### Cell classes on the final placement, run 1

The bar under the picture is 20 um long.
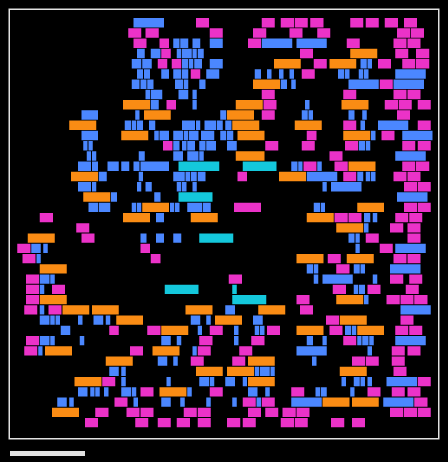
### Power grid, run 1

Pins as bars on the die edge. Tap cells in grey.
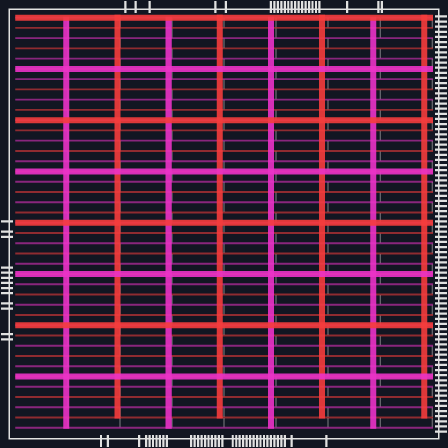
### Routed clock nets over the placement, run 1

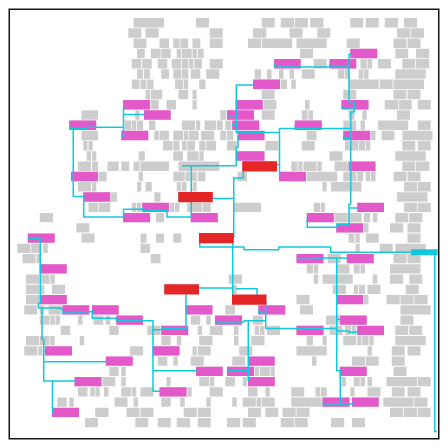
File: config.mk
export PLATFORM = sky130hd
export DESIGN_NAME = panel_share_sched
export DESIGN_NICKNAME = d
export VERILOG_FILES = /design/src/rtl/panel_share_sched.sv
export SDC_FILE = /design/constraint.sdc
export NUM_CORES = 1
export LEC_CHECK = 0
export CAP_MARGIN = 10
export CELL_PAD_IN_SITES_DETAIL_PLACEMENT = 0
export CELL_PAD_IN_SITES_GLOBAL_PLACEMENT = 1
export CORE_MARGIN = 1
export CORE_UTILIZATION = 23
export CTS_CLUSTER_DIAMETER = 80
export CTS_CLUSTER_SIZE = 14
export DETAILED_ROUTE_END_ITERATION = 8
export GPL_ROUTABILITY_DRIVEN = 0
export HOLD_SLACK_MARGIN = 0.06
export PLACE_DENSITY = 0.66
export SETUP_SLACK_MARGIN = 0.02
export SYNTH_ARGS = -nofsm -noshare
export SYNTH_HDL_FRONTEND = slang
export SYNTH_SLANG_ARGS = --single-unit
File: constraint.sdc
create_clock -name Clk -period 2.7 [get_ports Clk]
set_clock_uncertainty 0.05 [all_clocks]
set_input_delay 0.54 -clock Clk [delete_from_list [all_inputs] [get_ports Clk]]
set_output_delay 0.54 -clock Clk [all_outputs]
set_load 0.02 [all_outputs]
File: src/rtl/panel_share_sched.sv
// panel_share_sched: round-robin owner of the single front-panel display
// register. Each requesting source is shown for DWELL cycles. An operator
// deposit is routed back to whichever source is on the panel when the
// deposit is accepted.
module panel_share_sched #(
    parameter int N_SRC = 4,
    parameter int WIDTH = 20,
    parameter int DWELL = 8
) (
    input  logic                     Clk,
    input  logic                     Reset_n,
    input  logic [N_SRC-1:0]         Req,
    input  logic [N_SRC*WIDTH-1:0]   Src_data,
    input  logic                     Hold,
    input  logic                     Deposit_valid,
    input  logic [WIDTH-1:0]         Deposit_data,
    output logic                     Deposit_ready,
    output logic [N_SRC-1:0]         Wr_en,
    output logic [WIDTH-1:0]         Wr_data,
    output logic [WIDTH-1:0]         Panel_data,
    output logic [$clog2(N_SRC)-1:0] Panel_sel,
    output logic                     Panel_valid
);

    localparam int SEL_W = $clog2(N_SRC);
    // A DWELL of 1 still needs a one-bit counter so that the vector is legal.
    localparam int CNT_W = (DWELL > 1) ? $clog2(DWELL) : 1;

    typedef enum logic [1:0] {
        ST_IDLE  = 2'd0,
        ST_SHOW  = 2'd1,
        ST_WRITE = 2'd2
    } state_t;

    // Cyclic search for the first requester strictly after base. The base
    // itself is reached last, so a sole requester can win again.
    // Result is {found, index}.
    function automatic logic [SEL_W:0] rr_pick(
        input logic [N_SRC-1:0] req,
        input logic [SEL_W-1:0] base
    );
        logic             found;
        logic [SEL_W-1:0] idx;
        int               k;
        found = 1'b0;
        idx   = base;
        for (int i = 1; i <= N_SRC; i++) begin
            k = (int'(base) + i) % N_SRC;
            if (!found && req[SEL_W'(k)]) begin
                found = 1'b1;
                idx   = SEL_W'(k);
            end else begin
                found = found;
            end
        end
        return {found, idx};
    endfunction

    state_t           state_r, state_nxt_s;
    logic [SEL_W-1:0] sel_r, sel_nxt_s;
    logic [SEL_W-1:0] ptr_r, ptr_nxt_s;
    logic [CNT_W-1:0] cnt_r, cnt_nxt_s;
    logic [WIDTH-1:0] wr_data_r;
    logic             latch_wr_s;
    logic [SEL_W:0]   pick_ptr_s;
    logic [SEL_W:0]   pick_sel_s;

    logic             panel_valid_r, panel_valid_nxt_s;
    logic             deposit_ready_r, deposit_ready_nxt_s;
    logic [N_SRC-1:0] wr_en_r, wr_en_nxt_s;
    logic [WIDTH-1:0] panel_data_r, panel_data_nxt_s;

    // Two arbitration results: from the last grant (IDLE) and from the shown source (SHOW).
    always_comb begin
        pick_ptr_s = rr_pick(Req, ptr_r);
        pick_sel_s = rr_pick(Req, sel_r);
    end

    // FSM state, grant index, last-grant pointer, dwell counter and latched deposit.
    always_ff @(posedge Clk) begin
        if (!Reset_n) begin
            state_r   <= ST_IDLE;
            sel_r     <= {SEL_W{1'b0}};
            ptr_r     <= SEL_W'(N_SRC - 1);
            cnt_r     <= {CNT_W{1'b0}};
            wr_data_r <= {WIDTH{1'b0}};
        end else begin
            state_r <= state_nxt_s;
            sel_r   <= sel_nxt_s;
            ptr_r   <= ptr_nxt_s;
            cnt_r   <= cnt_nxt_s;
            if (latch_wr_s) begin
                wr_data_r <= Deposit_data;
            end else begin
                wr_data_r <= wr_data_r;
            end
        end
    end

    // Next-state logic: arbitration, dwell countdown, hold and deposit priority.
    always_comb begin
        state_nxt_s = state_r;
        sel_nxt_s   = sel_r;
        ptr_nxt_s   = ptr_r;
        cnt_nxt_s   = cnt_r;
        latch_wr_s  = 1'b0;
        case (state_r)
            ST_IDLE: begin
                if (pick_ptr_s[SEL_W]) begin
                    state_nxt_s = ST_SHOW;
                    sel_nxt_s   = pick_ptr_s[SEL_W-1:0];
                    ptr_nxt_s   = pick_ptr_s[SEL_W-1:0];
                    cnt_nxt_s   = CNT_W'(DWELL - 1);
                end else begin
                    state_nxt_s = ST_IDLE;
                end
            end
            ST_SHOW: begin
                if (Deposit_valid && deposit_ready_r) begin
                    // A deposit beats expiry, hold and a dropped request.
                    state_nxt_s = ST_WRITE;
                    latch_wr_s  = 1'b1;
                end else if (!Req[sel_r]) begin
                    if (pick_sel_s[SEL_W]) begin
                        sel_nxt_s = pick_sel_s[SEL_W-1:0];
                        ptr_nxt_s = pick_sel_s[SEL_W-1:0];
                        cnt_nxt_s = CNT_W'(DWELL - 1);
                    end else begin
                        state_nxt_s = ST_IDLE;
                    end
                end else if (Hold) begin
                    cnt_nxt_s = cnt_r;
                end else if (cnt_r == {CNT_W{1'b0}}) begin
                    // Req[sel_r] is set here, so the search always finds someone.
                    sel_nxt_s = pick_sel_s[SEL_W-1:0];
                    ptr_nxt_s = pick_sel_s[SEL_W-1:0];
                    cnt_nxt_s = CNT_W'(DWELL - 1);
                end else begin
                    cnt_nxt_s = cnt_r - CNT_W'(1);
                end
            end
            ST_WRITE: begin
                state_nxt_s = ST_SHOW;
                cnt_nxt_s   = CNT_W'(DWELL - 1);
            end
            default: begin
                state_nxt_s = ST_IDLE;
            end
        endcase
    end

    // Output values for the coming cycle, derived from the next state.
    always_comb begin
        panel_valid_nxt_s   = (state_nxt_s != ST_IDLE);
        deposit_ready_nxt_s = (state_nxt_s == ST_SHOW);
        if (state_nxt_s == ST_WRITE) begin
            wr_en_nxt_s = {{(N_SRC-1){1'b0}}, 1'b1} << sel_nxt_s;
        end else begin
            wr_en_nxt_s = {N_SRC{1'b0}};
        end
        if (state_nxt_s == ST_IDLE) begin
            panel_data_nxt_s = {WIDTH{1'b0}};
        end else if (state_r != ST_IDLE) begin
            // Data follows the grant index with one cycle of latency.
            panel_data_nxt_s = Src_data[int'(sel_r) * WIDTH +: WIDTH];
        end else begin
            panel_data_nxt_s = panel_data_r;
        end
    end

    // Registered panel and write-back outputs.
    always_ff @(posedge Clk) begin
        if (!Reset_n) begin
            panel_valid_r   <= 1'b0;
            deposit_ready_r <= 1'b0;
            wr_en_r         <= {N_SRC{1'b0}};
            panel_data_r    <= {WIDTH{1'b0}};
        end else begin
            panel_valid_r   <= panel_valid_nxt_s;
            deposit_ready_r <= deposit_ready_nxt_s;
            wr_en_r         <= wr_en_nxt_s;
            panel_data_r    <= panel_data_nxt_s;
        end
    end

    assign Deposit_ready = deposit_ready_r;
    assign Wr_en         = wr_en_r;
    assign Wr_data       = wr_data_r;
    assign Panel_data    = panel_data_r;
    assign Panel_sel     = sel_r;
    assign Panel_valid   = panel_valid_r;

endmodule

==> git commit body, run 1 <==
Record implementation results from latest flow run

* Status: finished clean
- Number of distinct library cells after synthesis: 44
- Counting I/O delays and the setup requirement, the final critical path takes approximately 2.3 ns.
* Sequential cell area: between 0.001 and 0.0015 mm2
- Maximum clock insertion buffer count: 2
- Predominant post-synthesis flop cell: sky130_fd_sc_hd__dfxtp_1
* CP max-delay cell: sky130_fd_sc_hd__clkdlybuf4s50_1
* Worst flop-to-flop path startpoint: cnt_r[0]$_SDFFE_PN0P_
- Floorplan net count: 433
- The worst setup path is captured at an output port.
* Vias per cell: about 4.5
- Overall power consumption after layout is estimated at 2.42 mW.
* Final number of max-transition violations: 0
- Total length of routed met3 wires: about 910 um
- Routed metal-1 wirelength: 3870 um
- Before any placement, the netlist area is recorded as 0.00286 mm2.
- Final period utilization: a little under nine tenths
- Footprint of the multi-input gates: around 0.0016 mm2
- The pre-antenna-repair detailed-routing pass consisted of 4 iterations.
* Wirelength, routed: about 9400 um
- Number of core rows: 40
- Class of the tightest hold or removal check: reg -> reg
- After clock tree synthesis, the flow added hold-fix buffers numbering 0.
- Number of global-route vias before repair: 2,850
- After the last flow step, the layout net total stands at 584.
- After synthesis, the chip area reported by Yosys is 0.00286 mm2.
- Main area contributors after synthesis: sky130_fd_sc_hd__dfxtp_1, sky130_fd_sc_hd__mux4_2, sky130_fd_sc_hd__nand2_1
* Maximum number of pins on one net before global-route repair: 31
* Violation count after the first detailed-route iteration: approximately 190
- Non-filler instance count after layout: between 600 and 700
* Number of instances in the synthesized netlist: 323
- Fraction of final layout cells sized beyond drive strength 1: under 10%
- Count of port buffers added during placement: 155
- Data on the critical path is required at its endpoint by 2.11 ns.
-- 'Cell classes on the final placement' (at the start) --
remaining logic cells -> blue  # cells 244
clock drivers and dummy loads -> cyan  # cells 7
remaining buffers and delay cells -> magenta  # cells 168
registers -> orange  # cells 55

-- 'Power grid' (at the start) --
VSS -> magenta
VDD -> red
signal pins = 156
tap cells = 168

-- 'Routed clock nets over the placement' (at the start) --
clock-net drivers -> red  # count 5
clock wires -> cyan  # length 779 um
flip-flops -> magenta  # count 55
routed clock nets = 6
Clk power: 0.713 mW
Insertion Delay late pin: 0.28 ns
part of the total power dissipated in the clock network: 29.5%

## run 1: worst max-delay path, delay by kind of cell, from the launching register on
kind,cells,cell delay [ns]
flops,1,0.37
buf+inv,2,1.06
## run 1: power breakdown
part	switching, mW	internal [mW]
Combinational	0.344	0.436
Clock	0.279	0.433
Sequential	0.0491	0.876
## run 1: cell usage after synthesis, drive strengths merged, types with 2 or more instances
cell / n
a21oi: 27
mux4: 21
o21ai: 10
ha: 2
o21a: 3
inv: 6
clkbuf: 15
a21boi: 21
nand2: 92
nor2: 12
buf: 9
dfxtp: 55
or4: 2
nand3: 7
nand2b: 5
or2b: 2
nor2b: 4
nor3: 4
a31oi: 2
o211ai: 2
nand4: 2
mux2i: 3
## run 1: flip-flops by register name (all words and copies together) (netlist names)
signal and count:
Wr_data 20, Panel_data 20, ptr_r 2, Wr_en 4, Deposit_ready 1, Panel_valid 1, Panel_sel 2, state_r 2
cnt_r 3
## run 1: area by class of cell
cell class                 instances  area share, %
clock buffer                       6           2.70
timing repair buffer             168           34.8
clock inverter                     1          0.628
inverter                           6          0.471
sequential                        55           23.1
multi-input combinational        238           34.0
tap                              168           4.40
## run 1: how the worst max path moves through the flow
stage | start | to | slack (ns) | depth (start not counted)
after floorplan | Req[3] | Panel_sel[0]$_SDFF_PN0_ | 0.64 | 6
after global placement | Req[2] | Panel_sel[0]$_SDFF_PN0_ | 0.18 | 6
after detailed placement | Req[2] | Wr_en[0]$_SDFF_PP0_ | 0.15 | 7
after CTS | Panel_sel[1]$_SDFF_PN0_ | Panel_sel[1] | 0.34 | 2
after global routing | Panel_sel[1]$_SDFF_PN0_ | Panel_sel[1] | 0.27 | 2
final | Panel_sel[1]$_SDFF_PN0_ | Panel_sel[1] | 0.38 | 2
## run 1: logic make-up after synthesis
kind of cell | synth area share (%)
mux | 17.6
compound gates | 17.3
buf+inv | 4.89
fa+ha+maj | 0.874
simple gates | 20.9
flops | 38.5
## run 1: layer usage
layer,GRT usage (%),up-vias
li1,-,1435
met1,16.9,1346
met2,26.1,120
met3,4.25,9
met4,3.77,4
met5,0,-
==> inputs of run 2 (changes only) <==
--- a/config.mk
+++ b/config.mk
@@ -8,15 +8,15 @@
 export CAP_MARGIN = 10
 export CELL_PAD_IN_SITES_DETAIL_PLACEMENT = 0
 export CELL_PAD_IN_SITES_GLOBAL_PLACEMENT = 1
-export CORE_MARGIN = 1
 export CORE_UTILIZATION = 23
-export CTS_CLUSTER_DIAMETER = 80
+export CTS_CLUSTER_DIAMETER = 30
 export CTS_CLUSTER_SIZE = 14
 export DETAILED_ROUTE_END_ITERATION = 8
 export GPL_ROUTABILITY_DRIVEN = 0
 export HOLD_SLACK_MARGIN = 0.06
 export PLACE_DENSITY = 0.66
 export SETUP_SLACK_MARGIN = 0.02
+export SKIP_LAST_GASP = 1
 export SYNTH_ARGS = -nofsm -noshare
 export SYNTH_HDL_FRONTEND = slang
 export SYNTH_SLANG_ARGS = --single-unit
### Routed clock nets over the placement, run 2

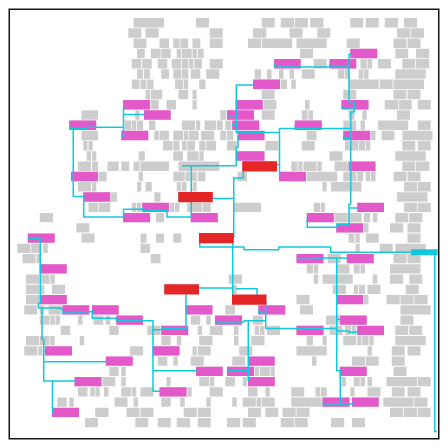
clock wires -> cyan  # length 779 um
clock-net drivers -> red  # count 5
flip-flops -> magenta  # count 55
flops lie = widely spread

### Register map, names as in the netlist, run 2

Other sequential cells in the stronger grey, the rest of the logic in the fainter grey.
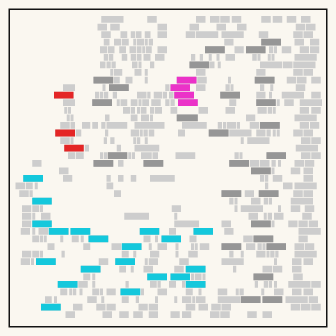
Wr_en -> magenta  # flops 4, where north
Wr_data -> cyan  # flops 20
cnt_r -> red  # flops 3
not coloured = 28

### Cell classes on the final placement, run 2

The bar under the picture is 20 um long.
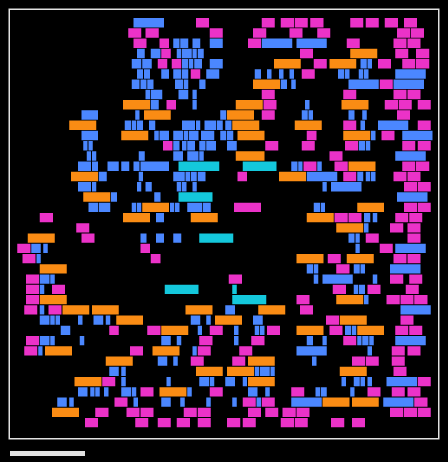
clock drivers and dummy loads -> cyan  # cells 7
remaining logic cells -> blue  # cells 244
registers -> orange  # cells 55
remaining buffers and delay cells -> magenta  # cells 168

==> git commit body, run 2 <==
Record implementation results from latest flow run

- Number of global-route vias before repair: between 2,000 and 3,000
* CP Data Required Time: approximately 2.1 ns
- Inserted Diodes: 0
- Predominant post-synthesis flop cell: sky130_fd_sc_hd__dfxtp_1
- Routing usage on met1: 16.9%
- After the last flow step, the layout net total stands at 584.
- Number of core rows: ~40
- Most frequent cell after synthesis: sky130_fd_sc_hd__nand2_1
* Floorplan net count: 433
- The routed design shows a via density per instance of approximately 4.5.
- Total internal power: roughly 1.7 mW
- Maximum number of pins on one net before global-route repair: 31
- Status: finished clean
- Per the post-synthesis stats, the area per cell is 8.86 um2.
* Wirelength, routed: 9400 um
* Class of the tightest hold or removal check: reg -> reg
- As logged by OpenROAD, the buffers inserted on ports number ~160.
- For this design, the CTS-stage hold fixing added 0 buffers.
* Met3 Usage GRT: 4.25%
* Part of the total power dissipated in the clock network: 29.5%
- Final Power: between 2 and 2.5 mW
* Sequential cell area: 0.00110 mm2
- Crit. End Element: output port
- Combinational share of power: around a third
- Met2 global-route usage: between 20% and 30%
- Violation count after the first detailed-route iteration: around 190
- The critical path maximum fanout is 30.
- Ratio of total power to cell area: 506 mW/mm2
* Power spent charging and discharging nets: approximately 0.67 mW
- For reference, the top cells by count after synthesis are sky130_fd_sc_hd__nand2_1, sky130_fd_sc_hd__dfxtp_1, sky130_fd_sc_hd__a21oi_1, sky130_fd_sc_hd__mux4_2, sky130_fd_sc_hd__a21boi_0.
* Post-synthesis instance area: 0.00286 mm2
* Number of distinct library cells after synthesis: 44
* Cell type with the highest aggregate area in the netlist: sky130_fd_sc_hd__dfxtp_1
* Maximum clock insertion buffer count: 2
- Minimum clock period: between 2 and 2.5 ns
* Peak-usage layer in the global routing report: met2
* Insertion Delay late pin: 0.28 ns
- In the synthesis report, Yosys lists the chip area as 0.00286 mm2.
- Switching fraction of total power: 27.8%
* Final number of max-transition violations: 0
-- run 2: cell counts after synthesis --
Identical to the previous run, type by type.
-- run 2: cell type report --
class | instances | area share [%]
clock buffer | 6 | 2.70
inverter | 6 | 0.471
tap | 168 | 4.40
multi-input combinational | 238 | 34.0
timing repair buffer | 168 | 34.8
clock inverter | 1 | 0.628
sequential | 55 | 23.1
-- run 2: cell families after synthesis --
logic type | after synthesis | synth area share, %
AOI/OAI and AO/OA | 75 | 17.3
adders and majority gates | 2 | 0.874
buffers and inverters | 30 | 4.89
and+or+nand+nor | 137 | 20.9
DFF | 55 | 38.5
muxes | 24 | 17.6
-- run 2: power groups by stage --
stage                     clock, mW  combinational [mW]  sequential, mW
after global placement            0               0.787           0.942
final                         0.713               0.780           0.925
after CTS                     0.748               0.793           0.927
after floorplan                   0               0.379           0.992
after detailed placement          0               0.787           0.946
after global routing          0.772               0.851           0.937
-- run 2: final timing paths --
| path | startpoint | to | slack (ns) | cells past startpoint |
|---|---|---|---|---|
| worst max-delay path | Panel_sel[1]$_SDFF_PN0_ | Panel_sel[1] | 0.38 | 2 |
| worst min-delay path | Panel_data[9]$_SDFFE_PP0N_ | Panel_data[9]$_SDFFE_PP0N_ | 0.40 | 2 |
| worst max register to register | cnt_r[0]$_SDFFE_PN0P_ | Wr_en[1]$_SDFF_PP0_ | 0.68 | 7 |
| worst min register to register | Panel_data[9]$_SDFFE_PP0N_ | Panel_data[9]$_SDFFE_PP0N_ | 0.40 | 2 |
-- run 2: metal layers --
layer,up-vias,wire length (um),share of wire (%)
met5,-,19,0.20
met4,4,78,0.83
met3,9,908,9.7
met2,120,4530,48
met1,1346,3870,41
li1,1435,-,-
-- run 2: metrics by stage --
step	hold slack, ns	instances	instance area, um2
global route	0.421	642	4780
detailed placement	0.394	635	4620
floorplan	0.385	323	2860
global placement	0.388	635	4620
finish	0.401	642	4780
CTS	0.404	642	4780
-- run 2: worst max-delay path, cell delays in order, from the launching register on --
cell	delay (ns)
sky130_fd_sc_hd__dfxtp_1	0.37
sky130_fd_sc_hd__buf_4	0.38
sky130_fd_sc_hd__clkdlybuf4s50_1	0.68
==> inputs of run 3 (changes only) <==
--- a/config.mk
+++ b/config.mk
@@ -5,6 +5,7 @@
 export SDC_FILE = /design/constraint.sdc
 export NUM_CORES = 1
 export LEC_CHECK = 0
+export ABC_AREA = 0
 export CAP_MARGIN = 10
 export CELL_PAD_IN_SITES_DETAIL_PLACEMENT = 0
 export CELL_PAD_IN_SITES_GLOBAL_PLACEMENT = 1
==> git commit body, run 3 <==
Record implementation results from latest flow run

- Final period utilization: 85.9%
* Number of instances in the synthesized netlist: 323
- Crit. End Element: output port
- Maximum clock insertion buffer count: 2
- After synthesis, the mean cell area works out to 8.86 um2.
- In this run the static leakage power is 1.69 nW.
* Worst path cell trace: buf_4 > clkdlybuf4s50_1
* Commonest cells in the synthesized netlist: sky130_fd_sc_hd__nand2_1, sky130_fd_sc_hd__dfxtp_1, sky130_fd_sc_hd__a21oi_1, sky130_fd_sc_hd__mux4_2, sky130_fd_sc_hd__a21boi_0
- Worst-case register-to-register setup slack: 0.68 ns
- Router iterations before antenna repair: 4
* Ratio of total power to cell area: 506 mW/mm2
* CP Data Required Time: 2.11 ns
- Max-slew check failures listed in the final report amount to 0.
* Vias per cell: approximately 4.5
* Cell family with most CP delay: buffers and inverters
* Count of port buffers added during placement: about 160
- The post-route netlist has just under 10% of its cells at a drive strength greater than 1.
* Status: finished clean
* Class of the tightest hold or removal check: reg -> reg
* CTS resizes: 0
- Per the log, the first TritonRoute iteration ended with a DRC count of about 190.
- Number of global-route vias before repair: 2,850
- Area figure in the yosys stat output: 0.00286 mm2
* Most frequent cell after synthesis: sky130_fd_sc_hd__nand2_1
- Cell type with the highest aggregate area in the netlist: sky130_fd_sc_hd__dfxtp_1
- The smallest clock period supported by the final layout is computed as 2.32 ns.
- Number of core rows: approximately 40
- Summing every instance area after synthesis gives 0.00286 mm2.
- The flow reports an fmax of around 0.43 GHz.
- Insertion Delay late pin: 0.28 ns
* Maximum fanout along the worst path: 30
- Wirelength, routed: 9400 um
- According to the finish report, the design has a final net count of a little under 600.
- Predominant post-synthesis flop cell: sky130_fd_sc_hd__dfxtp_1
* CP max-delay cell: sky130_fd_sc_hd__clkdlybuf4s50_1
- In this run, post-CTS hold repair placed 0 buffers.
* Largest stage delay, worst path: 0.68 ns
* Main area contributors after synthesis: sky130_fd_sc_hd__dfxtp_1, sky130_fd_sc_hd__mux4_2, sky130_fd_sc_hd__nand2_1
* Chip area: roughly 0.013 mm2
- After clock tree synthesis, the setup repair step added 0 buffers.
- The tool flagged a number of max-cap violations equal to 0.
- Count of flip-flops with a built-in enable after synthesis: 0
- Entering global routing, the biggest net connects 31 pins.
==> run 3: logic make-up (layout without fill, tap and decap cells) <==
logic type / after synthesis / count (layout) / synth area share [%]
adders and majority gates: 2 / 2 / 0.874
AOI/OAI and AO/OA: 75 / 75 / 17.3
buffers and inverters: 30 / 181 / 4.89
and+or+nand+nor: 137 / 137 / 20.9
DFF: 55 / 55 / 38.5
muxes: 24 / 24 / 17.6
==> run 3: final cells by class <==
type	count	area, um2	share of cell area (%)
clock buffer	6	129	2.70
multi-input combinational	238	1630	34.0
timing repair buffer	168	1660	34.8
tap	168	210	4.40
clock inverter	1	30.0	0.628
inverter	6	22.5	0.471
sequential	55	1100	23.1
==> run 3: power by group <==
group	leakage, nW	total, mW	switching, mW	internal (mW)
combinational	1.16	0.780	0.344	0.436
sequential	0.451	0.925	0.0491	0.876
clock	0.0769	0.713	0.279	0.433
total	1.69	2.42	0.672	1.75
==> run 3: worst paths after layout <==
| check | startpoint | depth (start not counted) | endpoint |
|---|---|---|---|
| max | Panel_sel[1]$_SDFF_PN0_ | 2 | Panel_sel[1] |
| min | Panel_data[9]$_SDFFE_PP0N_ | 2 | Panel_data[9]$_SDFFE_PP0N_ |
| max reg2reg | cnt_r[0]$_SDFFE_PN0P_ | 7 | Wr_en[1]$_SDFF_PP0_ |
| min reg2reg | Panel_data[9]$_SDFFE_PP0N_ | 2 | Panel_data[9]$_SDFFE_PP0N_ |
==> run 3: per-stage QoR <==
step           hold slack, ns  util, %  instance area [um2]  instances  power [mW]
2_1_floorplan           0.385        -                 2860        323        1.37
3_3_place_gp            0.388     38.3                 4620        635        1.73
3_5_place_dp            0.394     38.3                 4620        635        1.73
4_1_cts                 0.404     39.6                 4780        642        2.47
5_1_grt                 0.421     39.6                 4780        642        2.56
6_report                0.401     39.6                 4780        642        2.42
==> run 3: tightest hold or removal path, delay by kind of cell (launching register included) <==
family,cells,cell delay [ns]
DFF,1,0.31
AOI/OAI and AO/OA,1,0.05
and+or+nand+nor,1,0.05
==> run 3: metal layers <==
layer	track usage, %	vias to the layer above	routed length, um
met3	4.25	9	908
met2	26.1	120	4530
met1	16.9	1346	3870
li1	-	1435	-
met5	0	-	19
met4	3.77	4	78
### Routed clock nets over the placement, run 3

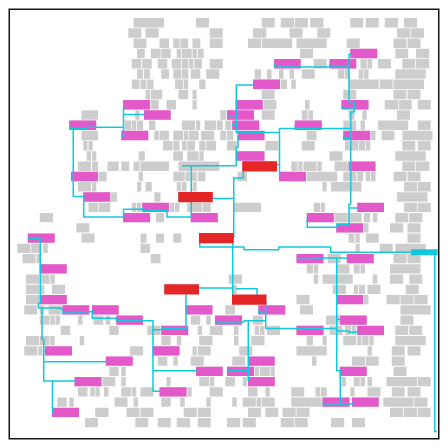
clock wires -> cyan  # length 779 um
flip-flops -> magenta  # count 55
clock-net drivers -> red  # count 5
flops lie = widely spread

### Register map, names as in the netlist, run 3

Other sequential cells in the stronger grey, the rest of the logic in the fainter grey.
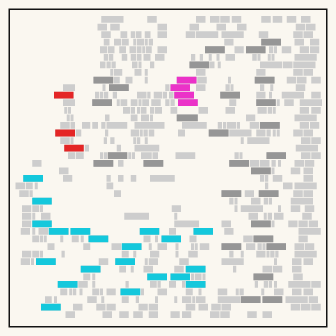
Wr_en -> magenta  # flops 4, where north
cnt_r -> red  # flops 3
Wr_data -> cyan  # flops 20
not coloured = 28
utilization after layout: 39.6%
Sequential cell area: 0.00110 mm2

### Track usage over the die, run 3

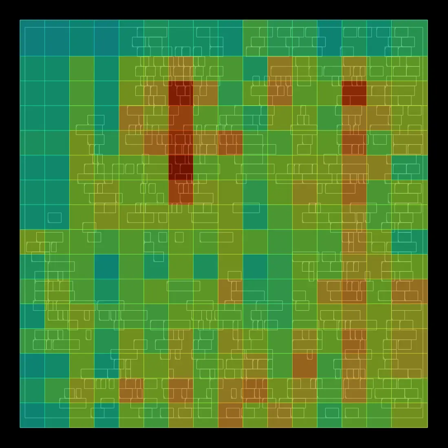
met3 Usage GRT: 4.25%
total routing usage reported by global routing: 14.6%
peak-usage layer in the global routing report: met2
detailed-route wire length per cell: 14.6 um

Power is estimated from default activity; no workload was simulated.
